clock_map.png
Bar = 100 µm.
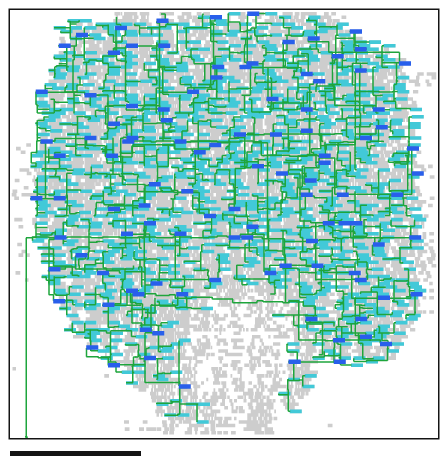
final_clocks.png
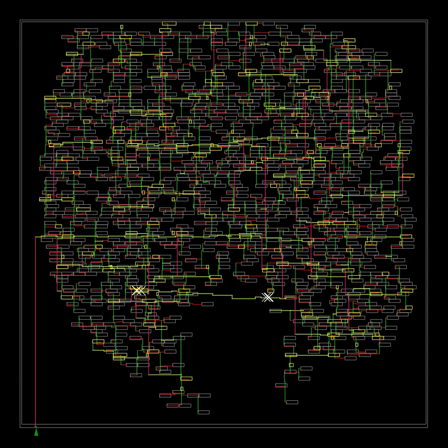
registers.png
Other sequential cells in the stronger gray, the rest of the logic in the fainter gray.
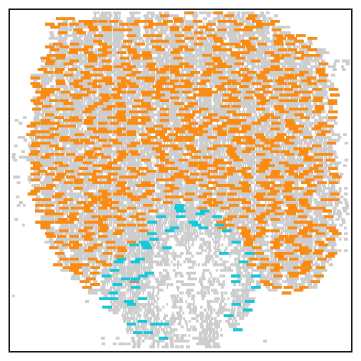
metal_stack.png
Bar = 100 µm.
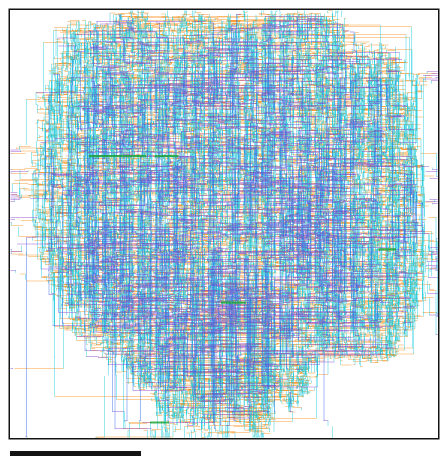
<file path="config.mk">
export PLATFORM = sky130hd
export DESIGN_NAME = reg_file_wb
export DESIGN_NICKNAME = d
export VERILOG_FILES = /design/src/rtl/reg_file_wb.sv
export SDC_FILE = /design/constraint.sdc
export NUM_CORES = 2
export LEC_CHECK = 0
export CORE_UTILIZATION = 60
export DETAILED_ROUTE_END_ITERATION = 6
export HOLD_SLACK_MARGIN = 0.02
export PLACE_DENSITY = 0.89
export SLEW_MARGIN = 5
export SYNTH_ARGS = -nofsm -noshare
export SYNTH_HDL_FRONTEND = slang
export SYNTH_SLANG_ARGS = --single-unit
</file>
<file path="constraint.sdc">
create_clock -name clk -period 51.1 [get_ports clk]
set_input_delay 10.22 -clock clk [delete_from_list [all_inputs] [get_ports clk]]
set_output_delay 10.22 -clock clk [all_outputs]
set_load 0.02 [all_outputs]
</file>
<file path="src/rtl/reg_file_wb.sv">
// reg_file_wb: write-back side of the pipeline. Holds the 32-entry
// architectural register file (x0 hardwired to zero). It commits MEM/WB
// write-backs and serves two write-first bypassed read ports to ID.
// A per-register in-flight counter scoreboard stalls ID on RAW hazards
// that the same-cycle bypass cannot cover.
//
// Ports:
//   clk, rst_n          clock; asynchronous reset, ACTIVE-HIGH despite the name
//   RF_wd_WB/wR_WB/RF_we_WB  write-back data / index / enable
//   rR1/rR2, use1/use2  ID read indices and "operand actually used" flags
//   issue_valid/we/wR   instruction leaving ID and its destination
//   kill_we/kill_wR     destination of a squashed in-flight instruction
//   rD1/rD2             combinational read data
//   hazard              combinational ID stall
//   sb_err              sticky scoreboard underflow/overflow flag
module reg_file_wb #(
    parameter int DATA_W = 32,
    parameter int ADDR_W = 5,
    parameter int CNT_W  = 2
) (
    input  logic              clk,
    input  logic              rst_n,
    input  logic [DATA_W-1:0] RF_wd_WB,
    input  logic [ADDR_W-1:0] wR_WB,
    input  logic              RF_we_WB,
    input  logic [ADDR_W-1:0] rR1,
    input  logic [ADDR_W-1:0] rR2,
    input  logic              use1,
    input  logic              use2,
    input  logic              issue_valid,
    input  logic              issue_we,
    input  logic [ADDR_W-1:0] issue_wR,
    input  logic              kill_we,
    input  logic [ADDR_W-1:0] kill_wR,
    output logic [DATA_W-1:0] rD1,
    output logic [DATA_W-1:0] rD2,
    output logic              hazard,
    output logic              sb_err
);
    localparam int NREG = 2**ADDR_W;
    localparam logic [CNT_W-1:0] CNT_MAX = {CNT_W{1'b1}};

    logic [DATA_W-1:0] regs_q [NREG];
    logic [CNT_W-1:0]  cnt_q  [NREG];
    logic [CNT_W-1:0]  cnt_d  [NREG];
    logic              sb_err_q, sb_err_d;
    logic [NREG-1:0]   wb_hit, busy;
    logic              hazard_c, issue_fire;
    logic [DATA_W-1:0] rd1_c, rd2_c;
    logic              inc;
    logic [CNT_W:0]    dec, sum, nxt;

    // A producer writing back this cycle is covered by the bypass, so it
    // only stalls a reader if another producer of the same register remains.
    always_comb begin
        for (int r = 0; r < NREG; r++) begin
            wb_hit[r] = RF_we_WB && (wR_WB == ADDR_W'(r)) && (r != 0);
            busy[r]   = cnt_q[r] > CNT_W'(wb_hit[r]);
        end
    end

    always_comb begin
        hazard_c = issue_valid &&
                   ((use1 && rR1 != '0 && busy[rR1]) ||
                    (use2 && rR2 != '0 && busy[rR2]) ||
                    (issue_we && issue_wR != '0 && cnt_q[issue_wR] == CNT_MAX &&
                     !wb_hit[issue_wR]));
        if (rst_n) hazard_c = 1'b0;
    end

    assign issue_fire = issue_valid && !hazard_c && issue_we && issue_wR != '0;

    // Write-first read ports; entry 0 is never written so it reads zero,
    // but it is forced here too so a write-back to x0 is never bypassed.
    always_comb begin
        rd1_c = regs_q[rR1];
        if (rst_n || rR1 == '0)               rd1_c = '0;
        else if (RF_we_WB && wR_WB == rR1)    rd1_c = RF_wd_WB;
        rd2_c = regs_q[rR2];
        if (rst_n || rR2 == '0)               rd2_c = '0;
        else if (RF_we_WB && wR_WB == rR2)    rd2_c = RF_wd_WB;
    end

    // Counter next state: one extra bit of headroom so both saturation
    // directions can be detected before truncating back to CNT_W.
    always_comb begin
        sb_err_d = sb_err_q;
        inc      = 1'b0;
        dec      = '0;
        sum      = '0;
        nxt      = '0;
        cnt_d[0] = '0;
        for (int r = 1; r < NREG; r++) begin
            inc = issue_fire && (issue_wR == ADDR_W'(r));
            dec = (CNT_W+1)'(wb_hit[r]) +
                  (CNT_W+1)'(kill_we && (kill_wR == ADDR_W'(r)));
            sum = {1'b0, cnt_q[r]} + (CNT_W+1)'(inc);
            if (dec > sum) begin
                cnt_d[r] = '0;
                sb_err_d = 1'b1;
            end else begin
                nxt = sum - dec;
                if (nxt > {1'b0, CNT_MAX}) begin
                    cnt_d[r] = CNT_MAX;
                    sb_err_d = 1'b1;
                end else begin
                    cnt_d[r] = nxt[CNT_W-1:0];
                end
            end
        end
    end

    always_ff @(posedge clk or posedge rst_n) begin
        if (rst_n) begin
            for (int r = 0; r < NREG; r++) regs_q[r] <= '0;
        end else if (RF_we_WB && wR_WB != '0) begin
            regs_q[wR_WB] <= RF_wd_WB;
        end
    end

    always_ff @(posedge clk or posedge rst_n) begin
        if (rst_n) begin
            for (int r = 0; r < NREG; r++) cnt_q[r] <= '0;
            sb_err_q <= 1'b0;
        end else begin
            for (int r = 0; r < NREG; r++) cnt_q[r] <= cnt_d[r];
            sb_err_q <= sb_err_d;
        end
    end

    assign rD1    = rd1_c;
    assign rD2    = rd2_c;
    assign hazard = hazard_c;
    assign sb_err = sb_err_q;
endmodule

</file>
==> flow_metrics.tcl <==
# flow metrics
set metrics [dict create \
    seq_power_mw 1.21 \
    whs_endpoint "regs_q[1021]" \
    outcome "finished with violations" \
    seq_cells 1087 \
    hold_path_depth 0 \
    cts_max_path_buffers 3 \
    power_frac_comb_pct 24.8 \
    cp_slowest_cell "buf_4" \
    drc 21 \
    synthToLayoutAreaGrowth_pct 9.07 \
    fp-row-count 119 \
    wl_met2_um 93500 \
    logic_gate_count 3454 \
    post-cts-setup-buffers 0 \
    n_antenna_cell 3 \
    top_cells_by_count "nand2_1, dfrtp_1, mux2_2" \
    synthArstFlopShare_pct 100 \
    failed_checks "DRC" \
    crit_required_ns 40.88 \
    portBuffers 130 \
    finalPower_mw 2.72 \
    clkSinkCount 1087 \
    synth.avg_cell_area_um2 12.3 \
    die_w_um 328 \
    setup-violations-final 0 \
    crit_start "rR2[0]" \
    area_dominant_class "logic gates" \
    root_buffer "clkbuf_16" \
    crit_fanout 78 \
    synth_top_area_share_pct 42.7 \
]
Back to the opening pictures, clock_map.png:
clock wires: shown in green, length 13300 µm. cells driving clock nets: shown in blue, count 107. flip-flops: shown in cyan, count 1087.
There are 108 routed clock nets.
clk pwr: 0.832 mW
Clk network pwr share: 30.6%
Late-Pin Clk Latency: 0.75 ns

Back to the opening pictures, final_clocks.png:
CTS buffer count: 107
clock buffers: 155

Back to the opening pictures, registers.png:
`regs_q`: shown in orange, sequential cells 1024. `cnt_q`: shown in cyan, sequential cells 62.
Another 1 sequential cells are not colored.
fin util: 66.0%
sequential cell area share: 39.1%
Reg area: 0.0272 mm²

Back to the opening pictures, metal_stack.png:
met4: shown in blue, wire length 20.7 mm. met5: shown in green, wire length 101 µm. met2: shown in cyan, wire length 93.5 mm. met1: shown in orange, wire length 68.0 mm. met3: shown in purple, wire length 31.9 mm.

Power and IR drop assume default switching activity.
